### Cell classes on the final placement, run 1

Scale: 4 px per um. Fill, decap, tap and diode cells in grey.
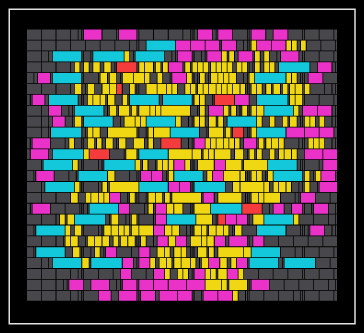
### Clock distribution, run 1

Scale: 6 px per um.
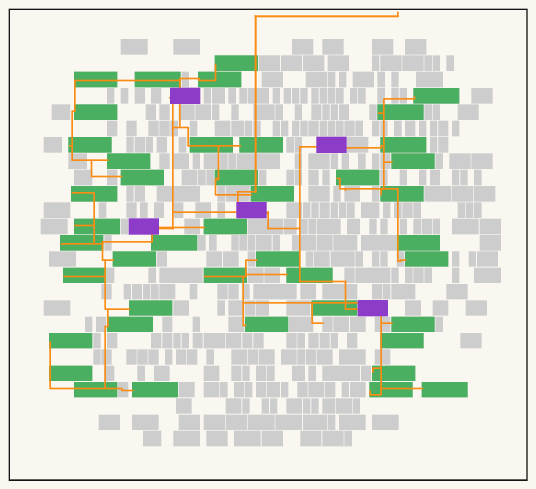
### The metal 2 layer, run 1

Scale: 6 px per um. Cells faint in the background.
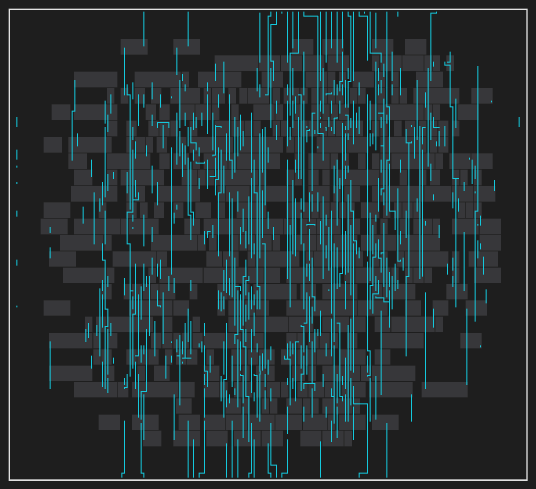
`config.mk`:
```
export PLATFORM = sky130hd
export DESIGN_NAME = rf_access_seq
export DESIGN_NICKNAME = d
export VERILOG_FILES = /design/src/rtl/rf_access_seq_pkg.sv /design/src/rtl/rf_access_seq_sel_decode.sv /design/src/rtl/rf_access_seq.sv
export SDC_FILE = /design/constraint.sdc
export NUM_CORES = 1
export LEC_CHECK = 0
export ABC_AREA = 1
export CORE_ASPECT_RATIO = 0.9
export CORE_MARGIN = 4
export CORE_UTILIZATION = 40
export CTS_BUF_LIST = sky130_fd_sc_hd__clkbuf_8
export CTS_CLUSTER_DIAMETER = 80
export DETAILED_ROUTE_END_ITERATION = 8
export MAX_ROUTING_LAYER = met4
export PLACE_DENSITY = 0.72
export REMOVE_ABC_BUFFERS = 1
export SLEW_MARGIN = 20
export SYNTH_ARGS = -nofsm -noshare
export SYNTH_HDL_FRONTEND = slang
export SYNTH_SLANG_ARGS = --single-unit
```
`constraint.sdc`:
```
create_clock -name clk -period 1.8 [get_ports clk]
set_clock_uncertainty 0.2 [all_clocks]
set_input_delay 0.45 -clock clk [delete_from_list [all_inputs] [get_ports clk]]
set_output_delay 0.45 -clock clk [all_outputs]
set_load 0.005 [all_outputs]
```
`src/rtl/rf_access_seq_pkg.sv`:
```
// Shared definitions for the register-file access sequencer: op codes, register
// indices, flag bit positions and the sequencer state encoding.
package rf_access_seq_pkg;

   localparam int unsigned RF_W  = 8;
   localparam int unsigned NREG  = 5;
   localparam int unsigned IDX_W = 3;
   localparam int unsigned OP_W  = 2;

   localparam logic [OP_W-1:0] OP_NOP = 2'b00;
   localparam logic [OP_W-1:0] OP_LDI = 2'b01;
   localparam logic [OP_W-1:0] OP_RD  = 2'b10;
   localparam logic [OP_W-1:0] OP_MOV = 2'b11;

   localparam logic [IDX_W-1:0] REG_A = 3'd0;
   localparam logic [IDX_W-1:0] REG_B = 3'd1;
   localparam logic [IDX_W-1:0] REG_C = 3'd2;
   localparam logic [IDX_W-1:0] REG_D = 3'd3;
   localparam logic [IDX_W-1:0] REG_F = 3'd4;

   localparam int unsigned FLG_Z = 0;
   localparam int unsigned FLG_N = 1;

   typedef enum logic [2:0] {
      IDLE,
      READ,
      WRITE,
      FLAG,
      RESP
   } state_t;

endpackage

```
`src/rtl/rf_access_seq_sel_decode.sv`:
```
// Register index to one-hot select decoder with an out-of-range flag.
module rf_sel_decode
   import rf_access_seq_pkg::*;
(
   input  logic [IDX_W-1:0] idx,
   output logic [NREG-1:0]  sel,
   output logic             bad
);

   always_comb begin
      sel = '0;
      bad = (idx >= IDX_W'(NREG));
      for (int unsigned i = 0; i < NREG; i++) begin
         sel[i] = (idx == IDX_W'(i));
      end
   end

endmodule

```
`src/rtl/rf_access_seq.sv`:
```
// Register-file access sequencer: turns LDI/RD/MOV requests into rf strobe cycles.
// Define RF_FLAG_UPDATE_EN to append an N/Z flag-register write after LDI/MOV to A..D.
module rf_access_seq
   import rf_access_seq_pkg::*;
#(
   parameter int unsigned W = RF_W
) (
   input  logic             clk,
   input  logic             rst,
   input  logic             req_valid,
   output logic             req_ready,
   input  logic [OP_W-1:0]  req_op,
   input  logic [IDX_W-1:0] req_src,
   input  logic [IDX_W-1:0] req_dst,
   input  logic [W-1:0]     req_imm,
   output logic             rsp_valid,
   output logic [W-1:0]     rsp_data,
   output logic             rsp_err,
   output logic             rf_as,
   output logic             rf_bs,
   output logic             rf_cs,
   output logic             rf_ds,
   output logic             rf_fs,
   output logic             rf_re,
   output logic             rf_we,
   output logic [W-1:0]     rf_d,
   input  logic [W-1:0]     rf_p,
   input  logic [W-1:0]     rf_fo
);

   state_t          state;
   logic [NREG-1:0] src_sel;
   logic [NREG-1:0] dst_sel;
   logic [NREG-1:0] dst_sel_q;
   logic [NREG-1:0] sel;
   logic            src_bad;
   logic            dst_bad;
   logic            req_bad;
   logic            is_mov_q;
   logic            src_f_q;
   logic [W-1:0]    data_q;
   logic [W-1:0]    rd_val;
`ifdef RF_FLAG_UPDATE_EN
   logic            dst_f_q;
   logic [W-1:0]    flag_d;
`endif

   rf_sel_decode u_src_dec (
      .idx (req_src),
      .sel (src_sel),
      .bad (src_bad)
   );

   rf_sel_decode u_dst_dec (
      .idx (req_dst),
      .sel (dst_sel),
      .bad (dst_bad)
   );

   assign req_ready = (state == IDLE);
   assign rf_as     = sel[REG_A];
   assign rf_bs     = sel[REG_B];
   assign rf_cs     = sel[REG_C];
   assign rf_ds     = sel[REG_D];
   assign rf_fs     = sel[REG_F];

   // F is not on the shared p bus; its value comes from the dedicated fo port
   assign rd_val = src_f_q ? rf_fo : rf_p;

   // Only operands the op actually uses can make the request illegal
   always_comb begin
      req_bad = 1'b0;
      unique case (req_op)
         OP_LDI:  req_bad = dst_bad;
         OP_RD:   req_bad = src_bad;
         OP_MOV:  req_bad = src_bad || dst_bad;
         default: req_bad = 1'b0;
      endcase
   end

`ifdef RF_FLAG_UPDATE_EN
   always_comb begin
      flag_d        = '0;
      flag_d[FLG_N] = data_q[W-1];
      flag_d[FLG_Z] = (data_q == '0);
   end
`endif

   always_ff @(posedge clk) begin
      if (rst) begin
         state     <= IDLE;
         sel       <= '0;
         rf_re     <= 1'b0;
         rf_we     <= 1'b0;
         rf_d      <= '0;
         rsp_valid <= 1'b0;
         rsp_err   <= 1'b0;
         rsp_data  <= '0;
         dst_sel_q <= '0;
         is_mov_q  <= 1'b0;
         src_f_q   <= 1'b0;
         data_q    <= '0;
`ifdef RF_FLAG_UPDATE_EN
         dst_f_q   <= 1'b0;
`endif
      end else begin
         sel       <= '0;
         rf_re     <= 1'b0;
         rf_we     <= 1'b0;
         rsp_valid <= 1'b0;
         rsp_err   <= 1'b0;
         unique case (state)
            IDLE: begin
               if (req_valid) begin
                  dst_sel_q <= dst_sel;
                  is_mov_q  <= (req_op == OP_MOV);
                  src_f_q   <= (req_src == REG_F);
`ifdef RF_FLAG_UPDATE_EN
                  dst_f_q   <= (req_dst == REG_F);
`endif
                  if ((req_op == OP_NOP) || req_bad) begin
                     state     <= RESP;
                     rsp_valid <= 1'b1;
                     rsp_err   <= req_bad;
                     rsp_data  <= '0;
                  end else if (req_op == OP_LDI) begin
                     state  <= WRITE;
                     sel    <= dst_sel;
                     rf_we  <= 1'b1;
                     rf_d   <= req_imm;
                     data_q <= req_imm;
                  end else begin
                     state <= READ;
                     sel   <= src_sel;
                     rf_re <= 1'b1;
                  end
               end
            end
            READ: begin
               data_q <= rd_val;
               if (is_mov_q) begin
                  state <= WRITE;
                  sel   <= dst_sel_q;
                  rf_we <= 1'b1;
                  rf_d  <= rd_val;
               end else begin
                  state     <= RESP;
                  rsp_valid <= 1'b1;
                  rsp_data  <= rd_val;
               end
            end
            WRITE: begin
`ifdef RF_FLAG_UPDATE_EN
               if (!dst_f_q) begin
                  state <= FLAG;
                  sel   <= NREG'(1) << REG_F;
                  rf_we <= 1'b1;
                  rf_d  <= flag_d;
               end else begin
                  state     <= RESP;
                  rsp_valid <= 1'b1;
                  rsp_data  <= data_q;
               end
`else
               state     <= RESP;
               rsp_valid <= 1'b1;
               rsp_data  <= data_q;
`endif
            end
`ifdef RF_FLAG_UPDATE_EN
            FLAG: begin
               state     <= RESP;
               rsp_valid <= 1'b1;
               rsp_data  <= data_q;
            end
`endif
            RESP:    state <= IDLE;
            default: state <= IDLE;
         endcase
      end
   end

endmodule

```
==> impl_metrics.yaml, run 1 <==
# flow metrics
outcome:
  status: "complete, no violations"
detailed_routing:
  dr.pass1.iters: 4
  vias_per_cell: 4.68
  route.met3.wl_um: 258
  topRoutingLayerUsed: "met4"
  vias: 2239
  wl_met1_mm: 2.93
  wl_mm: 5.98
  routed-wl-met2_mm: 2.72
  ant_nets: 0
clocking:
  clk_pin_slew_ps: 80
  cts-root-buf: "clkbuf_8"
  cts_tree: "done"
  hold_buffers: 0
  cts.sinks: 43
  cts_resized: 12
  cts_buffers: 5
final_layout:
  nMultiInputCombCells: 230
  final-clk-cell-share: 0.0259
  clock_buffers: 5
  area_growth_pct: 49.9
  buf_share: 0.267
  seq_area_um2: 876
  antenna_cells: 0
  reg_top3: "data_q x8, rf_d x8, rsp_data x8"
  design_area_um2: 3290
  flop-count: 43
  num-nonclk-buffers: 92
  layout.area.comb_um2: 1210
  final_core_util: 0.622
  comb_area_share: 0.369
  nets: 445
  sh_seq_area: 0.267
  largest_class: "multi-input combinational cells"
logic_synthesis:
  ys.flops: 43
  ys_sh_simple: 0.412
  xor_area_frac: 0
  top_area_frac: 0.393
  ys_cells: 316
  synthCells: 316
  top_cells_by_count: "89 x nand2_1, 43 x dfxtp_1, 39 x nor2_1, 30 x inv_1, 30 x nand3_1"
  adder_share: 0
  synthTopLogicFamily: "simple AND/OR/NAND/NOR gates"
  top_cell: "nand2_1"
  yosys.area.top_type: "dfxtp_1"
worst_setup_path:
  worst_ep_required_time_ps: 1150
  timing.rr.end: "data_q[3]"
  cp.depth: 1
  rrSetupSlack_ps: 110
  worst_path_max_delay_cell: "clkdlybuf4s50_1"
  cp-endpoint: "rsp_data[4]"
  rr_startpoint: "state[2]"
  start_kind: "flip-flop"
  setup.worst_path.end_class: "output pin"
  startpoint: "rsp_data[4]"
  crit_type: "flip-flop to output pin"
  critPathBufInv: 1
  reg2reg_depth: 10
power_and_ir_drop:
  power.density_nw_per_um2: 759
  pwr-share-seq: 0.441
  p_int_mw: 1.69
  p_leak_nw: 1.75
  seq-power_mw: 1.10
  combPwrFrac: 0.323
  totalPowerFinal_mw: 2.49
  pg_comb_mw: 0.806
place:
  place_area_um2: 3050
  pre_cts_ws_ps: -339
  gp_congestion: 0.863
global_route:
  overflow: 0
  grt.met1_usage: 0.264
  top_usage_layer: "met2"
  grt_pass1_vias: 2137
  grt_first_pass_wirelength_mm: 9.92
die:
  chipArea_um2: 6730
  dieWidth_um: 86.0
  fp_util: 0.415
  io_pins: 61
  well_tap_count: 67
final_timing:
  period_minus_slack_ps: 1760
  finalSetupTns_ps: 0
  max_slew_margin: 0.811
  hold_violations: 0
  whs_ps: 259
  clock.fmax_ghz: 0.568
hold_path:
  hold_path_startpoint: "dst_sel_q[0]"
  min_to: "sel[0]"
  hold_path.class: "flip-flop to flip-flop"
run:
  drv_cap: 0
Notes on 'Cell classes on the final placement' above:
legend:
  yellow:
    class: combinational and other logic
    cells: 268
    share_of_their_area: 43%
  cyan:
    class: sequential cells
    cells: 43
    share_of_their_area: 27%
  red:
    class: clock drivers and dummy loads
    cells: 8
    share_of_their_area: 2.7%
  magenta:
    class: remaining buffers and delay cells
    cells: 92
    share_of_their_area: 27%
core area: 5290 um^2
Rows: 25

Notes on 'Clock distribution' above:
legend:
  green:
    item: flip-flops
    count: 43
  orange:
    item: clock wires
    length: 493 um
  purple:
    item: clock drivers
    count: 5
routed clock nets: 6
clock network fraction of total power: 0.236
Late-Pin Clk Latency: 290 ps
power in the clock group: 0.589 mW

Notes on 'The metal 2 layer' above:
share of all routed wire: 45%
main direction: vertical
nets with wire on the layer: 344
longest straight run: 26.9 um
wire length on this layer: 2,720 um

[run 1: cell usage in the layout, fill, tap and decap left out, types with 2 or more instances in the layout]
cell	netlist	routed
nor2_2	3	2
nor2_1	39	39
inv_1	30	29
a21oi_4	2	3
nand2_2	4	4
nand2_8	1	3
dlymetal6s2s_1	0	17
clkdlybuf4s50_1	0	36
o21ai_0	16	15
nand2_4	5	5
nor2_4	2	3
dfxtp_2	0	12
dlygate4sd2_1	0	6
nor3_1	3	2
dfxtp_1	43	31
nand2_1	89	87
inv_2	5	7
a21oi_1	19	19
nand3b_1	9	9
buf_4	2	32
clkbuf_8	0	5
nand3_1	30	30
### Port wiring, run 1

Scale: 4 px per um.
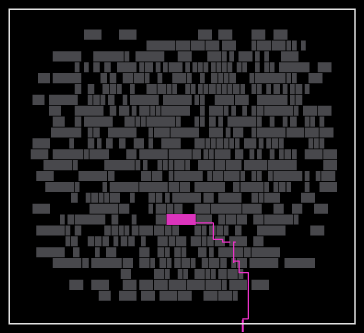

==> inputs of run 2 (changes only) <==
CAP_MARGIN = 10   (was unset)
CORE_UTILIZATION = 49   (was 40)
PLACE_DENSITY = 0.84   (was 0.72)
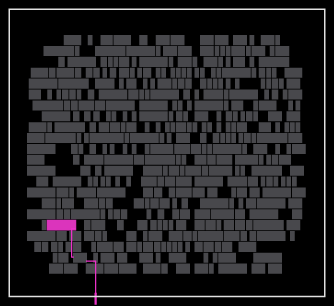
*Port wiring, run 2*
Scale: 4 px per um.
legend:
  magenta:
    port: rf_cs
    bits: 1
    direction: output
    end_cells: 1
    buffers: 1
    wire: 19.1 um
IO Port Bufs: 60
I/O Pins: 61

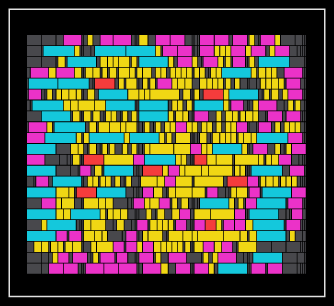
*Cell classes on the final placement, run 2*
Scale: 4 px per um. Fill, decap, tap and diode cells in grey.
legend:
  magenta:
    class: remaining buffers and delay cells
    cells: 91
    share_of_their_area: 27%
  red:
    class: clock drivers and dummy loads
    cells: 8
    share_of_their_area: 3.1%
  yellow:
    class: combinational and other logic
    cells: 268
    share_of_their_area: 43%
  cyan:
    class: sequential cells
    cells: 43
    share_of_their_area: 27%

==> run 2 against run 1 <==
Area after synthesis did not move. Count of clock-buffer cells in the layout grew 1. First-iteration DRC count fell by 21%. Register-to-register slack about the same. Synthesized cell count unchanged. Global-route usage is 4.3 points higher. Combinational power increased by 0.6%. Largest cell class unchanged.
==> impl_metrics.yaml, run 2 <==
# flow metrics
final_timing:
  slew_viol_final: 0
  hold_violations: 0
  whs_ps: 262
  finalClockPeriodUsage: 0.983
  finalSetupTns_ps: 0
  finalSetupViolCount: 0
  period_minus_slack_ps: 1770
  clock.fmax_ghz: 0.565
  finalWorstSetupSlack_ps: 30.7
  tightest_slew_ps: 309
  max_slew_margin: 0.794
hold_path:
  hold_path.class: "flip-flop to flip-flop"
  min_path_cells: 2
  hold_path_startpoint: "rf_d[6]"
  min_to: "rf_d[6]"
final_layout:
  seq_area_um2: 878
  buf_share: 0.261
  fin_cells: 470
  num-nonclk-inverters: 38
  clock_buffers: 6
  final-clk-cell-share: 0.0300
  lay_top_cells: "87 x nand2_1, 39 x nor2_1, 37 x clkdlybuf4s50_1"
  reg_top3: "data_q x8, rf_d x8, rsp_data x8"
  flop-count: 43
  nMultiInputCombCells: 230
  num-nonclk-buffers: 91
  fillerInstances: 317
  largest_class: "multi-input combinational cells"
  sh_seq_area: 0.267
  antenna_cells: 0
  comb_area_share: 0.373
  drive_gt1_frac: 0.222
  layout_top_cell: "nand2_1"
  design_area_um2: 3290
  nets: 444
  layout.area.comb_um2: 1230
  area_growth_pct: 50.2
  final_core_util: 0.787
logic_synthesis:
  adder_share: 0
  syn_area_um2: 2190
  ys.flops: 43
  flop_cell: "dfxtp_1"
  synth.avg_cell_area_um2: 6.94
  top_area_frac: 0.393
  topCellsByArea: "dfxtp_1 39%, nand2_1 15%, nand3_1 6.8%, nor2_1 6.7%, inv_1 5.1%"
  top_cells_by_count: "89 x nand2_1, 43 x dfxtp_1, 39 x nor2_1, 30 x inv_1, 30 x nand3_1"
  yosysSeqAreaShare: 0.393
  yosys.area.top_type: "dfxtp_1"
  synthTopLogicFamily: "simple AND/OR/NAND/NOR gates"
  ys_sh_aoi: 0.108
  edf_count: 0
  ys_sh_simple: 0.412
  synthMuxAreaShare: 0
  xor_area_frac: 0
  ys_area_um2: 2190
  synth_warnings: 0
  ys_cells: 316
  synthCells: 316
  synth_async_sr_flop_share: 0
  top_cell: "nand2_1"
  ys_types: 29
clocking:
  cts_max_level: 2
  cts.sinks: 43
  clock_latency_ps: 300
  cts_tree: "done"
  clock_path_buffers: 2
  cts-root-buf: "clkbuf_8"
  clk_pin_slew_ps: 80
  cts_buffers: 5
global_route:
  overflow: 0
  grt_max_degree: 19
  track_usage: 0.230
  antenna_found_initial: 0
  grt_first_pass_wirelength_mm: 10.1
  grt_pass1_vias: 2241
worst_setup_path:
  setup.worst_path.end_class: "output pin"
  timing.rr.end: "rsp_data[6]"
  cp-endpoint: "rsp_data[5]"
  crit_fanout: 2
  cp.arrival_ps: 1120
  worst_path_max_delay_cell: "clkdlybuf4s50_1"
  critPathBufInv: 1
  reg2reg_depth: 9
  crit_chain: "clkdlybuf4s50_1"
  crit_family: "buffers and inverters"
  start_kind: "flip-flop"
  rrSetupSlack_ps: 110
  cp.depth: 1
  crit_type: "flip-flop to output pin"
  worst_ep_required_time_ps: 1150
  startpoint: "rsp_data[5]"
  max_stage_delay_ps: 490
  rr_startpoint: "state[2]"
power_and_ir_drop:
  totalPowerFinal_mw: 2.57
  p_leak_nw: 1.70
  ir_drop_v: 0.000578
  power.density_nw_per_um2: 780
die:
  chipArea_um2: 5610
  fp_util: 0.524
  die_y_um: 71.5
  dieWidth_um: 78.5
  well_tap_count: 60
  core_um2: 4180
  rows: 22
detailed_routing:
  drc: 0
  wl_mm: 6.23
  wl_per_cell_um: 13.2
  vias_per_cell: 4.89
  drtIter0Drc: 87
  dr.pass1.iters: 4
  vias: 2297
  ant_nets: 0
run:
  warnings: 26
  drv_cap: 0
place:
  pre_cts_ws_ps: -315
  hpwl_mm: 4.72
  place_area_um2: 3030
  gp_congestion: 0.843
  placed_cells: 457
outcome:
  status: "complete, no violations"
[run 2: cell counts after synthesis]
No cell type changed its count.
[run 2: repair_timing]
| item | in CTS | in global routing |
|---|---|---|
| setup endpoints to repair | 14 | 47 |
| hold buffers | 0 | 0 |
| resized | 16 | 39 |
| pin swaps | 1 | 8 |
| gates cloned | 0 | 1 |
| setup buffers | 2 | 2 |
[run 2: power breakdown]
group | internal, mW | switching, mW | leakage (nW) | total, mW
logic | 0.370 | 0.441 | 1.30 | 0.811
registers | 1.05 | 0.0489 | 0.357 | 1.10
clock network | 0.313 | 0.344 | 0.0474 | 0.657
total | 1.73 | 0.833 | 1.70 | 2.57
[run 2: routing by layer]
metal	part of all wire	global-route usage
met1	0.48	0.315
met2	0.46	0.345
met3	0.046	0.0364
met4	0.018	0.0777
met5	0	-
==> inputs of run 3 (changes only) <==
CAP_MARGIN = unset   (was 10)
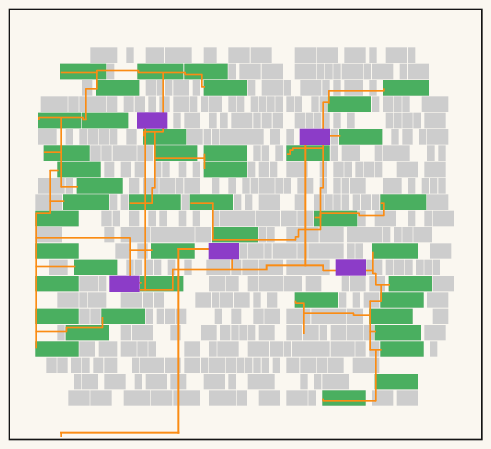
*Clock distribution, run 3*
Scale: 6 px per um.
legend:
  green:
    item: flip-flops
    count: 43
  orange:
    item: clock wires
    length: 491 um
  purple:
    item: clock drivers
    count: 5
routed clock nets: 6

==> run 3 against run 2 <==
Worst hold slack unchanged. Sequential share of layout area unchanged. Critical path depth did not move. Core utilization is the same. Non-clock buffer count is the same. Power is the same. Die area unchanged. Wire length stayed put. Fmax stayed put. Final area did not move. Combinational power barely moved.
==> impl_metrics.yaml, run 3 <==
# flow metrics
outcome:
  status: "complete, no violations"
logic_synthesis:
  top_cells_by_count: "89 x nand2_1, 43 x dfxtp_1, 39 x nor2_1, 30 x inv_1, 30 x nand3_1"
  ys_area_um2: 2190
  synth_async_sr_flop_share: 0
  synthCells: 316
  top_area_frac: 0.393
  adder_share: 0
  synth.avg_cell_area_um2: 6.94
  ys.flops: 43
  edf_count: 0
  topCellsByArea: "dfxtp_1 39%, nand2_1 15%, nand3_1 6.8%, nor2_1 6.7%, inv_1 5.1%"
  syn_area_um2: 2190
  yosysSeqAreaShare: 0.393
  flop_cell: "dfxtp_1"
  ys_cells: 316
  xor_area_frac: 0
  top_cell: "nand2_1"
  synthTopLogicFamily: "simple AND/OR/NAND/NOR gates"
  yosys.area.top_type: "dfxtp_1"
power_and_ir_drop:
  p_int_mw: 1.73
  p_sw_mw: 0.833
  p_leak_nw: 1.70
  seq-power_mw: 1.10
  clockPowerShare: 0.256
  maxPowerGroup: "registers"
  pg_clk_mw: 0.657
  pwr-share-seq: 0.428
  totalPowerFinal_mw: 2.57
  power.density_nw_per_um2: 780
worst_setup_path:
  rr_startpoint: "state[2]"
  crit_type: "flip-flop to output pin"
  crit_fanout: 2
  cp.depth: 1
  worst_ep_required_time_ps: 1150
  startpoint: "rsp_data[5]"
  crit_chain: "clkdlybuf4s50_1"
  crit_family: "buffers and inverters"
  timing.rr.end: "rsp_data[6]"
  setup.worst_path.end_class: "output pin"
  cp.arrival_ps: 1120
  cp-endpoint: "rsp_data[5]"
  max_stage_delay_ps: 490
  reg2reg_depth: 9
final_timing:
  period_minus_slack_ps: 1770
  clock.fmax_ghz: 0.565
  slew_viol_final: 0
  finalSetupTns_ps: 0
  hold_violations: 0
  finalWorstSetupSlack_ps: 30.7
  finalClockPeriodUsage: 0.983
  finalSetupViolCount: 0
clocking:
  cts_max_level: 2
  clock_path_buffers: 2
  clk_pin_slew_ps: 80
  cts_tree: "done"
  hold_buffers: 0
detailed_routing:
  vias_per_cell: 4.89
  wl_per_cell_um: 13.2
  ant_nets: 0
  dr.pass1.iters: 4
  wl_mm: 6.23
  vias: 2297
  drtIter0Drc: 87
global_route:
  antenna_found_initial: 0
  grt_first_pass_wirelength_mm: 10.1
  overflow: 0
  grt_max_degree: 19
  grt_pass1_vias: 2241
final_layout:
  fin_cells: 470
  lay_top_cells: "87 x nand2_1, 39 x nor2_1, 37 x clkdlybuf4s50_1"
  nets: 444
  layout_top_cell: "nand2_1"
  fillerInstances: 317
  reg_top3: "data_q x8, rf_d x8, rsp_data x8"
hold_path:
  min_to: "rf_d[6]"
  hold_path.class: "flip-flop to flip-flop"
run:
  drv_cap: 0
place:
  placed_cells: 457
  place_area_um2: 3030
  hpwl_mm: 4.72
die:
  dieWidth_um: 78.5
  rows: 22
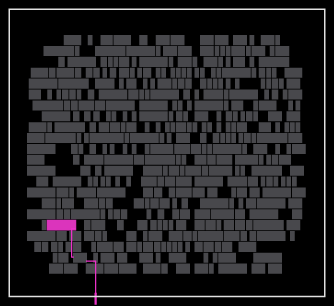
*Port wiring, run 3*
Scale: 4 px per um.
legend:
  magenta:
    port: rf_cs
    bits: 1
    direction: output
    end_cells: 1
    buffers: 1
    wire: 19.1 um

==> run 3: repair_timing <==
| action | 4_1_cts | 5_1_grt |
|---|---|---|
| pin swaps | 1 | 8 |
| setup endpoints to repair | 14 | 47 |
| endpoints found under the hold margin | 0 | 0 |
| setup buffers | 2 | 2 |
| gates cloned | 0 | 1 |
| resized | 16 | 39 |
==> run 3: layer usage <==
layer	vias to the layer above	track usage	routed length [um]
li1	1193	-	-
met1	1037	0.315	2990
met2	57	0.345	2840
met3	10	0.0364	285
met4	0	0.0777	114
met5	-	-	0
==> run 3: layout make-up <==
cell class	count	area (um^2)	share of cell area
clock inverters	2	16.3	0.00494
flip-flops and latches	43	878	0.267
inverters	38	153	0.0464
clock buffers	6	82.6	0.0251
well taps	60	75.1	0.0228
repair buffers	91	858	0.261
multi-input cells	230	1230	0.373

==> gallery <==
Clock wiring as the flow saved it.
image #1
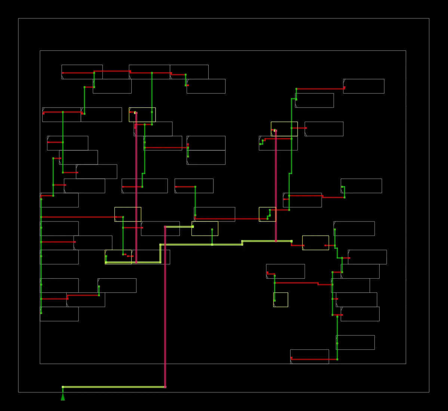
image #2
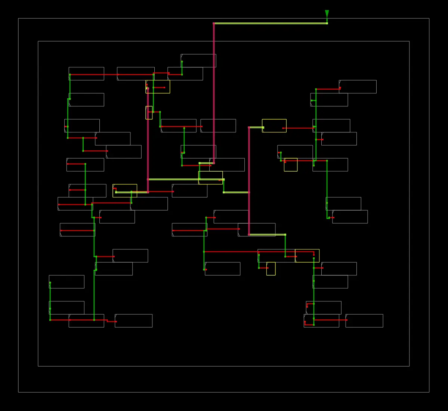
| from | picture |
|---|---|
| run 1 | image #2 |
| run 3 | image #1 |

No activity file was given, so power comes from the tool's default toggle rates.
